## config.mk

```make
export PLATFORM = sky130hd
export DESIGN_NAME = dvp_tx_core_flat
export DESIGN_NICKNAME = d
export VERILOG_FILES = /design/src/rtl/dvp_tx_core_if.sv /design/src/rtl/dvp_tx_core.sv /design/src/flat_wrapper.sv
export SDC_FILE = /design/constraint.sdc
export NUM_CORES = 1
export LEC_CHECK = 0
export ABC_AREA = 1
export CORE_MARGIN = 2
export CORE_UTILIZATION = 40
export CTS_CLUSTER_SIZE = 14
export DETAILED_ROUTE_END_ITERATION = 10
export GPL_TIMING_DRIVEN = 0
export RECOVER_POWER = 100
export SYNTH_ARGS = -nofsm -noshare
export SYNTH_HDL_FRONTEND = slang
export SYNTH_SLANG_ARGS = --single-unit
```

## constraint.sdc

```tcl
create_clock -name clk_i -period 2.8 [get_ports clk_i]
set_clock_uncertainty 0.05 [all_clocks]
set_input_delay 0.28 -clock clk_i [delete_from_list [all_inputs] [get_ports clk_i]]
set_output_delay 0.28 -clock clk_i [all_outputs]
set_load 0.01 [all_outputs]
```

## src/rtl/dvp_tx_core_if.sv

```systemverilog
// Pixel-stream handshake plus DVP byte bus between the camera emulator and its neighbours.
// The slave modport is the transmitter core, and the master modport is the pixel source / DVP sink side.
interface dvp_tx_core_if #(
    parameter int DATA_WIDTH  = 8,
    parameter int PIXEL_WIDTH = 16
);
    logic [PIXEL_WIDTH-1:0] s_pixel_data;
    logic                   s_pixel_valid;
    logic                   s_pixel_ready;
    logic [DATA_WIDTH-1:0]  cam_half_pixel;
    logic                   cam_href;
    logic                   cam_vsync;

    modport slave (
        input  s_pixel_data,
        input  s_pixel_valid,
        output s_pixel_ready,
        output cam_half_pixel,
        output cam_href,
        output cam_vsync
    );

    modport master (
        output s_pixel_data,
        output s_pixel_valid,
        input  s_pixel_ready,
        input  cam_half_pixel,
        input  cam_href,
        input  cam_vsync
    );
endinterface

```

## src/rtl/dvp_tx_core.sv

```systemverilog
// DVP camera emulator: serializes a 16-bit pixel stream into href/vsync framed bytes,
// high byte first, never stalling a line (missing pixels go out as zero and set underflow).
module dvp_tx_core #(
    parameter int DATA_WIDTH  = 8,
    parameter int PIXEL_WIDTH = 16,
    parameter int VSYNC_PULSE = 10,
    parameter int VBP         = 20,
    parameter int HFP         = 20,
    parameter int HBP         = 20,
    parameter int VFP         = 50
) (
    input  logic          clk_i,
    input  logic          resetn_i,
    input  logic          start_i,
    input  logic [15:0]   resolution_width_i,
    input  logic [15:0]   resolution_depth_i,
    dvp_tx_core_if.slave  dvp,
    output logic          busy_o,
    output logic          frame_done_o,
    output logic          underflow_o
);
    function automatic int imax(input int a, input int b);
        return (a > b) ? a : b;
    endfunction

    localparam int MAX_BLANK = imax(imax(imax(VSYNC_PULSE, VBP), imax(HFP, HBP)), VFP);
    localparam int CNT_W     = $clog2(MAX_BLANK + 1);
    localparam logic [CNT_W-1:0] VSYNC_LAST = CNT_W'(VSYNC_PULSE - 1);
    localparam logic [CNT_W-1:0] VBP_LAST   = CNT_W'(VBP - 1);
    localparam logic [CNT_W-1:0] HFP_LAST   = CNT_W'(HFP - 1);
    localparam logic [CNT_W-1:0] HBP_LAST   = CNT_W'(HBP - 1);
    localparam logic [CNT_W-1:0] VFP_LAST   = CNT_W'(VFP - 1);

    typedef enum logic [2:0] {
        S_IDLE, S_VSYNC, S_VBP, S_HFP, S_ACTIVE, S_HBP, S_VFP
    } state_t;

    state_t                 state_reg, state_next;
    logic [CNT_W-1:0]       blank_cnt_reg;
    logic [16:0]            byte_cnt_reg;
    logic [15:0]            line_cnt_reg;
    logic [15:0]            width_reg;
    logic [15:0]            depth_reg;
    logic [PIXEL_WIDTH-1:0] pix_q_reg;
    logic                   underflow_reg;
    logic                   done_reg;

    logic accept, blank_last, byte_last, line_last, byte_sel;
    logic pixel_ready, href, vsync, busy;

    assign accept    = (state_reg == S_IDLE) && start_i &&
                       (resolution_width_i != 16'd0) && (resolution_depth_i != 16'd0);
    assign byte_last = (byte_cnt_reg == ({width_reg, 1'b0} - 17'd1));
    assign line_last = (line_cnt_reg == (depth_reg - 16'd1));
    assign byte_sel  = byte_cnt_reg[0];

    always_comb begin
        blank_last = 1'b0;
        case (state_reg)
            S_VSYNC: blank_last = (blank_cnt_reg == VSYNC_LAST);
            S_VBP:   blank_last = (blank_cnt_reg == VBP_LAST);
            S_HFP:   blank_last = (blank_cnt_reg == HFP_LAST);
            S_HBP:   blank_last = (blank_cnt_reg == HBP_LAST);
            S_VFP:   blank_last = (blank_cnt_reg == VFP_LAST);
            default: blank_last = 1'b0;
        endcase
    end

    always_ff @(posedge clk_i or negedge resetn_i) begin
        if (!resetn_i) state_reg <= S_IDLE;
        else           state_reg <= state_next;
    end

    always_comb begin
        state_next = state_reg;
        case (state_reg)
            S_IDLE:   if (accept)     state_next = S_VSYNC;
            S_VSYNC:  if (blank_last) state_next = S_VBP;
            S_VBP:    if (blank_last) state_next = S_HFP;
            S_HFP:    if (blank_last) state_next = S_ACTIVE;
            S_ACTIVE: if (byte_last)  state_next = S_HBP;
            S_HBP:    if (blank_last) state_next = line_last ? S_VFP : S_HFP;
            S_VFP:    if (blank_last) state_next = S_IDLE;
            default:                  state_next = S_IDLE;
        endcase
    end

    // Fetch on the last HFP cycle and on every low-byte cycle except the line's final one.
    always_comb begin
        pixel_ready = 1'b0;
        href        = 1'b0;
        vsync       = 1'b1;
        busy        = 1'b1;
        case (state_reg)
            S_IDLE:   busy = 1'b0;
            S_VSYNC:  vsync = 1'b1;
            S_VBP:    vsync = 1'b0;
            S_HFP:    begin vsync = 1'b0; pixel_ready = blank_last; end
            S_ACTIVE: begin vsync = 1'b0; href = 1'b1; pixel_ready = byte_sel && !byte_last; end
            S_HBP:    vsync = 1'b0;
            S_VFP:    vsync = 1'b1;
            default:  busy = 1'b0;
        endcase
    end

    always_ff @(posedge clk_i or negedge resetn_i) begin
        if (!resetn_i) begin
            blank_cnt_reg <= '0;
            byte_cnt_reg  <= '0;
            line_cnt_reg  <= '0;
            width_reg     <= '0;
            depth_reg     <= '0;
            pix_q_reg     <= '0;
            underflow_reg <= 1'b0;
            done_reg      <= 1'b0;
        end else begin
            if (state_next != state_reg || state_reg == S_IDLE || state_reg == S_ACTIVE)
                blank_cnt_reg <= '0;
            else
                blank_cnt_reg <= blank_cnt_reg + 1'b1;

            if (state_reg == S_ACTIVE && state_next == S_ACTIVE)
                byte_cnt_reg <= byte_cnt_reg + 17'd1;
            else
                byte_cnt_reg <= '0;

            if (accept) begin
                width_reg     <= resolution_width_i;
                depth_reg     <= resolution_depth_i;
                line_cnt_reg  <= '0;
                underflow_reg <= 1'b0;
            end else begin
                if (state_reg == S_HBP && state_next == S_HFP)
                    line_cnt_reg <= line_cnt_reg + 16'd1;
                if (pixel_ready && !dvp.s_pixel_valid)
                    underflow_reg <= 1'b1;
            end

            if (pixel_ready)
                pix_q_reg <= dvp.s_pixel_valid ? dvp.s_pixel_data : '0;

            done_reg <= (state_reg == S_VFP) && (state_next == S_IDLE);
        end
    end

    for (genvar gi = 0; gi < DATA_WIDTH; gi++) begin : g_byte_mux
        assign dvp.cam_half_pixel[gi] = href &&
            (byte_sel ? pix_q_reg[gi] : pix_q_reg[gi + DATA_WIDTH]);
    end

    assign dvp.s_pixel_ready = pixel_ready;
    assign dvp.cam_href      = href;
    assign dvp.cam_vsync     = vsync;
    assign busy_o            = busy;
    assign frame_done_o      = done_reg;
    assign underflow_o       = underflow_reg;
endmodule

```

## src/flat_wrapper.sv

```systemverilog
// flat-port wrapper written by rule: the top's interface ports become plain ports
module dvp_tx_core_flat 
#(
    parameter int DATA_WIDTH  = 8,
    parameter int PIXEL_WIDTH = 16,
    parameter int VSYNC_PULSE = 10,
    parameter int VBP         = 20,
    parameter int HFP         = 20,
    parameter int HBP         = 20,
    parameter int VFP         = 50
)
  (clk_i, resetn_i, start_i, resolution_width_i, resolution_depth_i, busy_o, frame_done_o, underflow_o, dvp_s_pixel_data, dvp_s_pixel_valid, dvp_s_pixel_ready, dvp_cam_half_pixel, dvp_cam_href, dvp_cam_vsync);
  dvp_tx_core_if #(.DATA_WIDTH(DATA_WIDTH), .PIXEL_WIDTH(PIXEL_WIDTH)) dvp_i ();
  input  logic clk_i;
  input  logic resetn_i;
  input  logic start_i;
  input  logic [15:0] resolution_width_i;
  input  logic [15:0] resolution_depth_i;
  output logic busy_o;
  output logic frame_done_o;
  output logic underflow_o;
  input wire logic [$bits(dvp_i.s_pixel_data)-1:0] dvp_s_pixel_data;
  input wire logic [$bits(dvp_i.s_pixel_valid)-1:0] dvp_s_pixel_valid;
  output wire logic [$bits(dvp_i.s_pixel_ready)-1:0] dvp_s_pixel_ready;
  output wire logic [$bits(dvp_i.cam_half_pixel)-1:0] dvp_cam_half_pixel;
  output wire logic [$bits(dvp_i.cam_href)-1:0] dvp_cam_href;
  output wire logic [$bits(dvp_i.cam_vsync)-1:0] dvp_cam_vsync;
  assign dvp_i.s_pixel_data = dvp_s_pixel_data;
  assign dvp_i.s_pixel_valid = dvp_s_pixel_valid;
  assign dvp_s_pixel_ready = dvp_i.s_pixel_ready;
  assign dvp_cam_half_pixel = dvp_i.cam_half_pixel;
  assign dvp_cam_href = dvp_i.cam_href;
  assign dvp_cam_vsync = dvp_i.cam_vsync;
  dvp_tx_core #(.DATA_WIDTH(DATA_WIDTH), .PIXEL_WIDTH(PIXEL_WIDTH), .VSYNC_PULSE(VSYNC_PULSE), .VBP(VBP), .HFP(HFP), .HBP(HBP), .VFP(VFP)) u_core (.clk_i(clk_i), .resetn_i(resetn_i), .start_i(start_i), .resolution_width_i(resolution_width_i), .resolution_depth_i(resolution_depth_i), .dvp(dvp_i), .busy_o(busy_o), .frame_done_o(frame_done_o), .underflow_o(underflow_o));
endmodule
```

Fig. 1: M3 wires
Bar = 50 um.
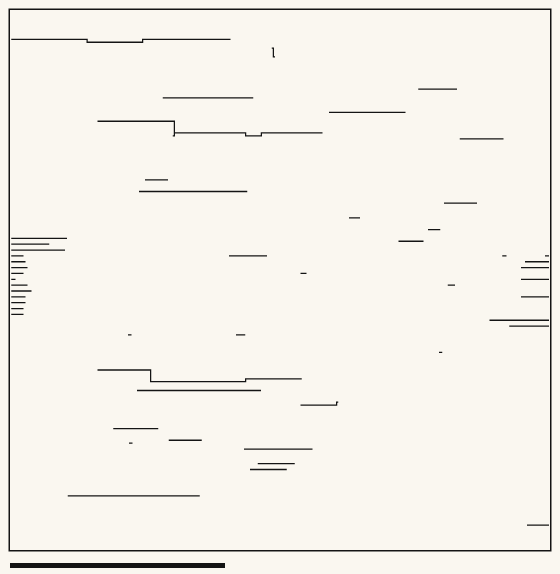
- main direction: horizontal
- wire length on this layer: 514 um
- longest straight run: 30.4 um
- nets with wire on the layer: 44
via count: 5419
met3 GRT Util: 0.0436
drt total wl: 15.2 mm

Fig. 2: selected gate families
Bar = 50 um.
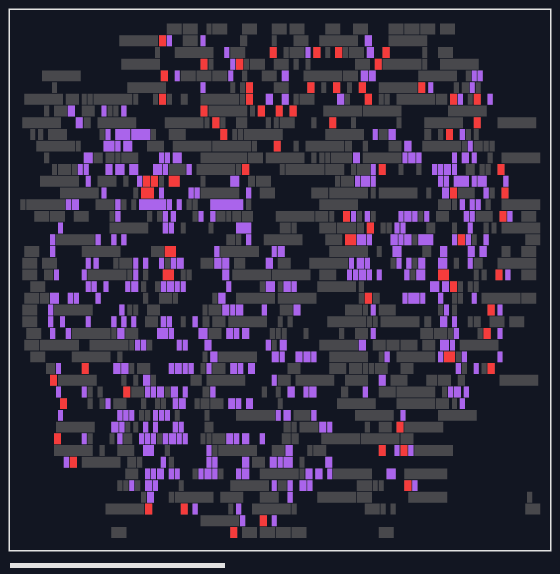
- purple: nand cells (cells 353; most used nand2_1)
- red: aoi and oai cells (cells 67; most used o21ai_0; where widely spread)
most numerous logic cell after layout: nand2_1
Post-Layout Cell Count: 1114
Comb/total area: 0.443

==> impl_metrics.csv <==
group,metric,value,unit
run_status,status,"finished clean",
timing,worst_pin_slew,1.41,ns
setup_path,cp-end-kind,"output port",
worst_hold_path,whs_path_depth,3,
setup_path,r2r_start,"u_core.width_reg[0]",
worst_hold_path,holdPathEnd,"u_core.pix_q_reg[4]",
layout,clock_area_frac,0.0418,
synthesis,yosys-top-cells-count,"nand2_1 (241), nor2_1 (116), inv_1 (97)",
route,wl_per_cell,13.6,um
route,wl_met3,514,um
place,dp_slack,-0.365,ns
timing,fmaxAchievable,369,MHz
place,port_buffers,64,
global_route,gr-total-overflow,0,
synthesis,avgSynthCellArea,6.99,um^2
synthesis,top_area_frac,0.390,
setup_path,worstPathCellList,"inv_2, ha_4, nand2_1, nor2_2, nand2_1, nor2_2, nand3_1, nand2_1, nand2_1, nor2_2, nand3_2, nand3_2, nand2_2, buf_6, buf_2",
setup_path,critPathKind,"reg -> out",
global_route,grt_use_met1,0.271,
power_and_ir_drop,seq-power,1330,uW
global_route,top_usage_layer,"met2",
layout,regArea,2300,um^2
layout,nClkBuffers,10,
synthesis,async_flop_share,1.00,
setup_path,crit_cells,15,
power_and_ir_drop,p_clk_frac,0.459,
timing,hold_ws,0.236,ns
die,die_w,125,um
route,dr_wl_met2,7.08,mm
die,rows,44,
global_route,grt_pass1_wl,25.1,mm
power_and_ir_drop,power.internal,2120,uW
setup_path,cp-startpoint,"u_core.width_reg[0]",
power_and_ir_drop,switching_share,0.215,
synthesis,ys_types,32,
synthesis,syn_inst,844,
setup_path,reg2regPathDepth,18,
synthesis,ys_cells,844,
layout,biggestCellCategory,"logic gates",
power_and_ir_drop,pg_comb,132,uW
setup_path,cp-start-kind,"flop",
layout,n_fill_cell,1449,
route,drtIter0Drc,243,
die,n_tap_cell,184,
setup_path,cpMaxStageDelayCell,"dfrtp_1",
place,placed_area,6800,um^2
synthesis,adder_share,0.0148,
die,die_y,125,um
power_and_ir_drop,powerDensity,373,nW/um^2
die,ioPinCount,66,
layout,largest_register_ffs,17,
clock_network,ctsHoldBuffers,1,
layout,flop-count,92,
route,top_layer,"met4",
synthesis,synthXorXnorAreaFrac,0.0683,
setup_path,r2r_setup_slack,0.18,ns
layout,seq_share,0.318,
clock_network,cts.repair.resized,19,
job,drv_cap,0,
setup_path,cp-endpoint,"dvp_s_pixel_ready",
power_and_ir_drop,seq_power_share,0.493,
timing,period_needed,2.71,ns
timing,rsz0062_at_grt,"true",
setup_path,worst_ep_required_time,2.47,ns
place,gp_congestion,0.849,
power_and_ir_drop,power-top-group,"registers",
setup_path,cp.arrival,2.38,ns
setup_path,critPathMaxStageDelay,0.39,ns
layout,comb_cells,628,
route,routed_via_density,4.86,
clock_network,clock-sinks,92,
synthesis,syn_area,5900,um^2
power_and_ir_drop,p_leak,0.00332,uW
synthesis,simple_gate_share,0.384,
layout,layout-drive-gt1-share,0.0957,
timing,relSlewSlack,0.0608,
setup_path,r2r-end,"u_core.byte_cnt_reg[11]",
layout,fin_util,0.500,
layout,inv_count,104,
synthesis,fp_nets,903,
route,postRouteAntennaNets,0,
route,first_pass_iters,4,
clock_network,clk_path_buf_depth,2,
route,drt-met1-wl,7.39,mm
route,route.detailed.drc,0,
clock_network,h-tree-depth,3,
synthesis,top_logic_kind,"simple AND/OR/NAND/NOR gates",
global_route,grt_antenna_before_repair,0,
timing,worst_slack,0.0932,ns
place,placed_cells,1093,
timing,maxSlewViolCount,0,
worst_hold_path,hp-class,"in -> reg",
clock_network,clockRootBuffer,"clkbuf_16",
layout,fin_area,7240,um^2
place,hpwl,11.6,mm
global_route,grt_pass1_vias,5121,
clock_network,path_clk_slew,0.06,ns
global_route,grt_use_total,0.198,
setup_path,crit_top_cell,"nand2_1",
layout,syn2layout_area_growth,22.7,%
clock_network,cts_buffers,9,
synthesis,synth.most_common_cell,"nand2_1",
job,openroad.warnings,29,
synthesis,post_synth_main_area_contributors,"dfrtp_1 (39%), nand2_1 (15%), nand3_1 (7.5%), nor2_1 (7.4%), inv_1 (6.2%)",
clock_network,cts_tree,"yes",
timing,report.final.hold_viol_count,0,
power_and_ir_drop,combPwrFrac,0.049,
synthesis,mux_share,0,
timing,setup_tns,0,ns
synthesis,edf_count,0,
setup_path,crit_fanout,10,
global_route,use_met2,0.322,
layout,buffers,90,
die,core-area,14500,um^2
setup_path,path_buffers,3,
layout,diodes,0,
synthesis,seq_area_frac_synth,0.390,
global_route,grt_max_degree,71,
setup_path,path_delay_family,"simple AND/OR/NAND/NOR gates",
layout,layout.nets,984,
power_and_ir_drop,switchingPower,581,uW
synthesis,flop_cell,"dfrtp_1",
worst_hold_path,hold_path.startpoint,"dvp_s_pixel_valid",
die,die_area,15700,um^2
timing,setup-violations-final,0,
power_and_ir_drop,p_total,2700,uW
synthesis,largest_area_cell,"dfrtp_1",
layout,lay_top_cells,"nand2_1 (236), nor2_1 (105), inv_1 (93)",
clock_network,post_cts_buffers,3,
synthesis,yosysWarnings,0,
power_and_ir_drop,vdd_drop_max,0.300,mV
clock_network,clock.latency.late_pin,0.35,ns
layout,bufAreaShareNonClock,0.111,
No activity file was given, so power comes from the tool's default toggle rates.
